==> images/cell_density.png <==
8 x 9 tiles, from white (low) to dark blue (high), 0 to 100% covered.
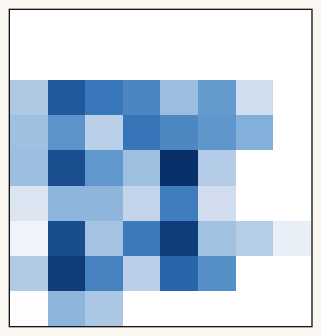
==> images/power_grid.png <==
Bar = 10 um. Pins as bars on the die edge. Tap cells in grey.
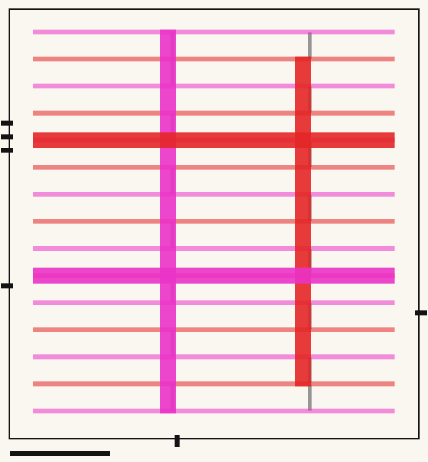
## src/rtl/btn_pkg.sv

```systemverilog
// Shared types and defaults for the push-button conditioning path.
package btn_pkg;

  localparam int DEFAULT_CNT_MAX = 16;

  typedef enum logic [1:0] {
    IDLE      = 2'd0,
    WAIT_HIGH = 2'd1,
    HIGH      = 2'd2,
    WAIT_LOW  = 2'd3
  } btn_state_e;

  function automatic logic is_qualifying(input btn_state_e st);
    return (st == WAIT_HIGH) || (st == WAIT_LOW);
  endfunction

endpackage

```

## src/rtl/sync_2ff.sv

```systemverilog
// Two-flop synchronizer for a single asynchronous level; resets to 0.
module sync_2ff (
  input  logic clk,
  input  logic rst,
  input  logic d,
  output logic q
);

  logic meta;

  always_ff @(posedge clk or negedge rst) begin
    if (!rst) begin
      meta <= 1'b0;
      q    <= 1'b0;
    end else begin
      meta <= d;
      q    <= meta;
    end
  end

endmodule

```

## src/rtl/btn_toggle_pulse.sv

```systemverilog
// Synchronizes and debounces a raw button; one t_out pulse per accepted press.
module btn_toggle_pulse
  import btn_pkg::*;
#(
  parameter int CNT_MAX = DEFAULT_CNT_MAX
) (
  input  logic clk,
  input  logic rst,
  input  logic btn_in,
  output logic t_out,
  output logic btn_level,
  output logic busy
);

  localparam int CNT_W = $clog2(CNT_MAX);
  localparam logic [CNT_W-1:0] CNT_LAST = CNT_W'(CNT_MAX - 1);

  logic             s;
  btn_state_e       state_q, state_d;
  logic [CNT_W-1:0] cnt_q, cnt_d;
  logic             t_d, level_d, busy_d;

  sync_2ff u_sync (
    .clk (clk),
    .rst (rst),
    .d   (btn_in),
    .q   (s)
  );

  always_ff @(posedge clk or negedge rst) begin
    if (!rst) begin
      state_q   <= IDLE;
      cnt_q     <= '0;
      t_out     <= 1'b0;
      btn_level <= 1'b0;
      busy      <= 1'b0;
    end else begin
      state_q   <= state_d;
      cnt_q     <= cnt_d;
      t_out     <= t_d;
      btn_level <= level_d;
      busy      <= busy_d;
    end
  end

  // The counter stops at CNT_LAST because the state always leaves on that compare.
  always_comb begin
    state_d = state_q;
    cnt_d   = cnt_q;
    t_d     = 1'b0;
    level_d = btn_level;
    case (state_q)
      IDLE: begin
        if (s) begin
          state_d = WAIT_HIGH;
          cnt_d   = '0;
        end
      end
      WAIT_HIGH: begin
        if (!s) begin
          state_d = IDLE;
          cnt_d   = '0;
        end else if (cnt_q == CNT_LAST) begin
          state_d = HIGH;
          cnt_d   = '0;
          t_d     = 1'b1;
          level_d = 1'b1;
        end else begin
          cnt_d = cnt_q + CNT_W'(1);
        end
      end
      HIGH: begin
        if (!s) begin
          state_d = WAIT_LOW;
          cnt_d   = '0;
        end
      end
      WAIT_LOW: begin
        if (s) begin
          state_d = HIGH;
          cnt_d   = '0;
        end else if (cnt_q == CNT_LAST) begin
          state_d = IDLE;
          cnt_d   = '0;
          level_d = 1'b0;
        end else begin
          cnt_d = cnt_q + CNT_W'(1);
        end
      end
      default: begin
        state_d = IDLE;
        cnt_d   = '0;
      end
    endcase
    busy_d = is_qualifying(state_d);
  end

endmodule

```

## config.mk

```make
export PLATFORM = sky130hd
export DESIGN_NAME = btn_toggle_pulse
export DESIGN_NICKNAME = d
export VERILOG_FILES = /design/src/rtl/btn_pkg.sv /design/src/rtl/sync_2ff.sv /design/src/rtl/btn_toggle_pulse.sv
export SDC_FILE = /design/constraint.sdc
export NUM_CORES = 1
export LEC_CHECK = 0
export ABC_CLOCK_PERIOD_IN_PS = 2900
export CORE_AREA = 2 2 39 41
export DETAILED_ROUTE_END_ITERATION = 12
export DIE_AREA = 0 0 41 43
export GPL_ROUTABILITY_DRIVEN = 0
export GPL_TIMING_DRIVEN = 0
export PLACE_DENSITY = 0.6
export SYNTH_ARGS = -nofsm -noshare
export SYNTH_HDL_FRONTEND = slang
export SYNTH_HIERARCHICAL = 1
export SYNTH_SLANG_ARGS = --single-unit
export TNS_END_PERCENT = 50
```

## constraint.sdc

```tcl
create_clock -name clk -period 2.9 [get_ports clk]
set_input_delay 0.29 -clock clk [delete_from_list [all_inputs] [get_ports clk]]
set_output_delay 0.29 -clock clk [all_outputs]
set_load 0.01 [all_outputs]
```

==> flow_metrics.py <==
# Auto-generated metrics
metrics = {
    "outcome": {
        "outcome": "finished, final reports clean",
    },
    "worst_setup_path": {
        "slowest_delay_ns": 0.58,
        "r2r-end": "state_q[1]$_DFF_PN0_",
        "cp.arrival_ns": 1.30,
        "startpoint_type": "register",
        "crit_path_end_kind": "primary output",
        "required_ns": 2.61,
        "reg2reg_slack_ns": 1.57,
        "path_buffers": 1,
        "slowest_stage": "clkdlybuf4s50_1",
        "crit_type": "register to primary output",
        "r2r-start": "cnt_q[0]$_DFFE_PN0P_",
        "critical_path.cell_chain": "clkdlybuf4s50_1",
        "path_depth": 1,
    },
    "detailed_routing": {
        "ant_nets": 0,
        "wirelength_um": 701,
        "drc_errors": 0,
        "wire_per_inst_um": 11.7,
        "via_per_inst": 5.05,
        "drtIter0Drc": 3,
        "vias": 303,
    },
    "pwr": {
        "cellPowerDensity_nw_per_um2": 478,
        "total_power_uw": 258,
        "peakVddDrop_mv": 0.204,
        "power_leakage_nw": 0.234,
    },
    "min_path": {
        "hold_class": "input port to asynchronous set/reset pin",
    },
    "synth": {
        "syn_avg_cell_area_um2": 12.4,
        "ff_type": "dfrtp_1",
        "synth_cell_type_count": 21,
        "adder_share_pct": 2.79,
        "area_leaders": "dfrtp_1, a22o_1, xnor2_1",
        "synth-xor-area-share_pct": 7.54,
        "ys_ff": 10,
        "ys_cells": 36,
        "ys_sh_mux_pct": 2.51,
        "simple_gate_share_pct": 18.2,
        "ys_chip_area_um2": 448,
        "ys_sh_aoi_pct": 11.5,
        "most_common_cell": "dfrtp_1",
        "syn_inst": 36,
        "yosysTopAreaCell": "dfrtp_1",
        "floorplan.nets": 40,
        "netlist.area_leader.share_pct": 55.9,
        "ys_warn_count": 6,
        "synth_area_um2": 448,
        "synthArstFlopShare_pct": 100,
    },
    "final_timing": {
        "fin_crit_sh_pct": 54.8,
        "fmax_mhz": 630,
        "fin_hold_ws_ns": 0.345,
        "setup_violations": 0,
        "worst_slew_pin_slew_ns": 0.449,
        "slew_headroom_pct": 70.0,
        "min_period_ns": 1.59,
        "skew_ns": 0.00188,
        "hold_viol": 0,
        "setup_ws_ns": 1.31,
    },
    "clocking": {
        "tritoncts": "built",
        "clockBufferDepth": 2,
        "cts_setup_buffers": 0,
        "numCtsBuffers": 3,
        "cts_root_buf": "clkbuf_4",
        "clock-sinks": 10,
        "clk_pin_slew_ns": 0.06,
        "clk_latency_ns": 0.26,
        "cts_hold_buf": 0,
        "htree_num_levels": 1,
    },
    "cells_and_area": {
        "mostFrequentLayoutCell": "dfrtp_1",
        "area.growth.synth_to_final_pct": 20.7,
        "drive_above_1_share_pct": 18.2,
        "final_util_pct": 39.1,
        "fin_area_um2": 541,
        "fillers": 136,
        "diodes": 0,
        "instances_no_fill": 60,
        "lay_top_cells": "dfrtp_1, clkdlybuf4s50_1, a22o_1, clkbuf_4",
        "finalNetCount": 50,
    },
    "global_route": {
        "grt_max_degree": 11,
        "grt_pass1_vias": 300,
        "grt_usage_pct": 11.6,
        "grt_overflow": 0,
    },
    "die": {
        "die_height_um": 43,
        "die_w_um": 41,
        "chipArea_um2": 1760,
        "row_count": 14,
        "io_pins": 6,
        "floorplan.core_util_pct": 32.4,
    },
    "placed_design": {
        "pre_cts_ws_ns": 1.56,
        "io_buffers": 5,
        "dp_cells": 57,
    },
}
About cell_density.png:
fullest tile = 100%
emptiest ninth of the die = top right
mean over tiles = 30%
densest ninth of the die = middle

About power_grid.png:
red -> VDD
magenta -> VSS
met5 straps = 2
met4 straps = 2

[report_power, final]
group          switching (mW)  internal, mW
clock                  0.0425        0.0477
sequential            0.00597         0.144
combinational         0.00815       0.00980
[area by class of cell]
cell class	instances	area [um^2]	share of cell area [%]
clock buffers	3	22.5	4.17
inverters	2	7.51	1.39
multi-input cells	24	190	35.2
flip-flops and latches	10	250	46.3
well taps	16	20.0	3.70
repair buffers	5	50.0	9.26
[state kept, by name, indices dropped and copies added (netlist names)]
signal / flops
state_q: 2
u_sync/q: 1
cnt_q: 4
u_sync/meta: 1
btn_level: 1
t_out: 1
[metal layers]
layer | up-vias | track usage, % | wire length [um]
met4 | 0 | 10.0 | 10
li1 | 149 | - | -
met3 | 2 | 4.71 | 29
met1 | 147 | 14.9 | 347
met5 | - | 0 | 0
met2 | 5 | 14.4 | 313
Power figures rest on the tool's default switching activity, not on a simulated workload.
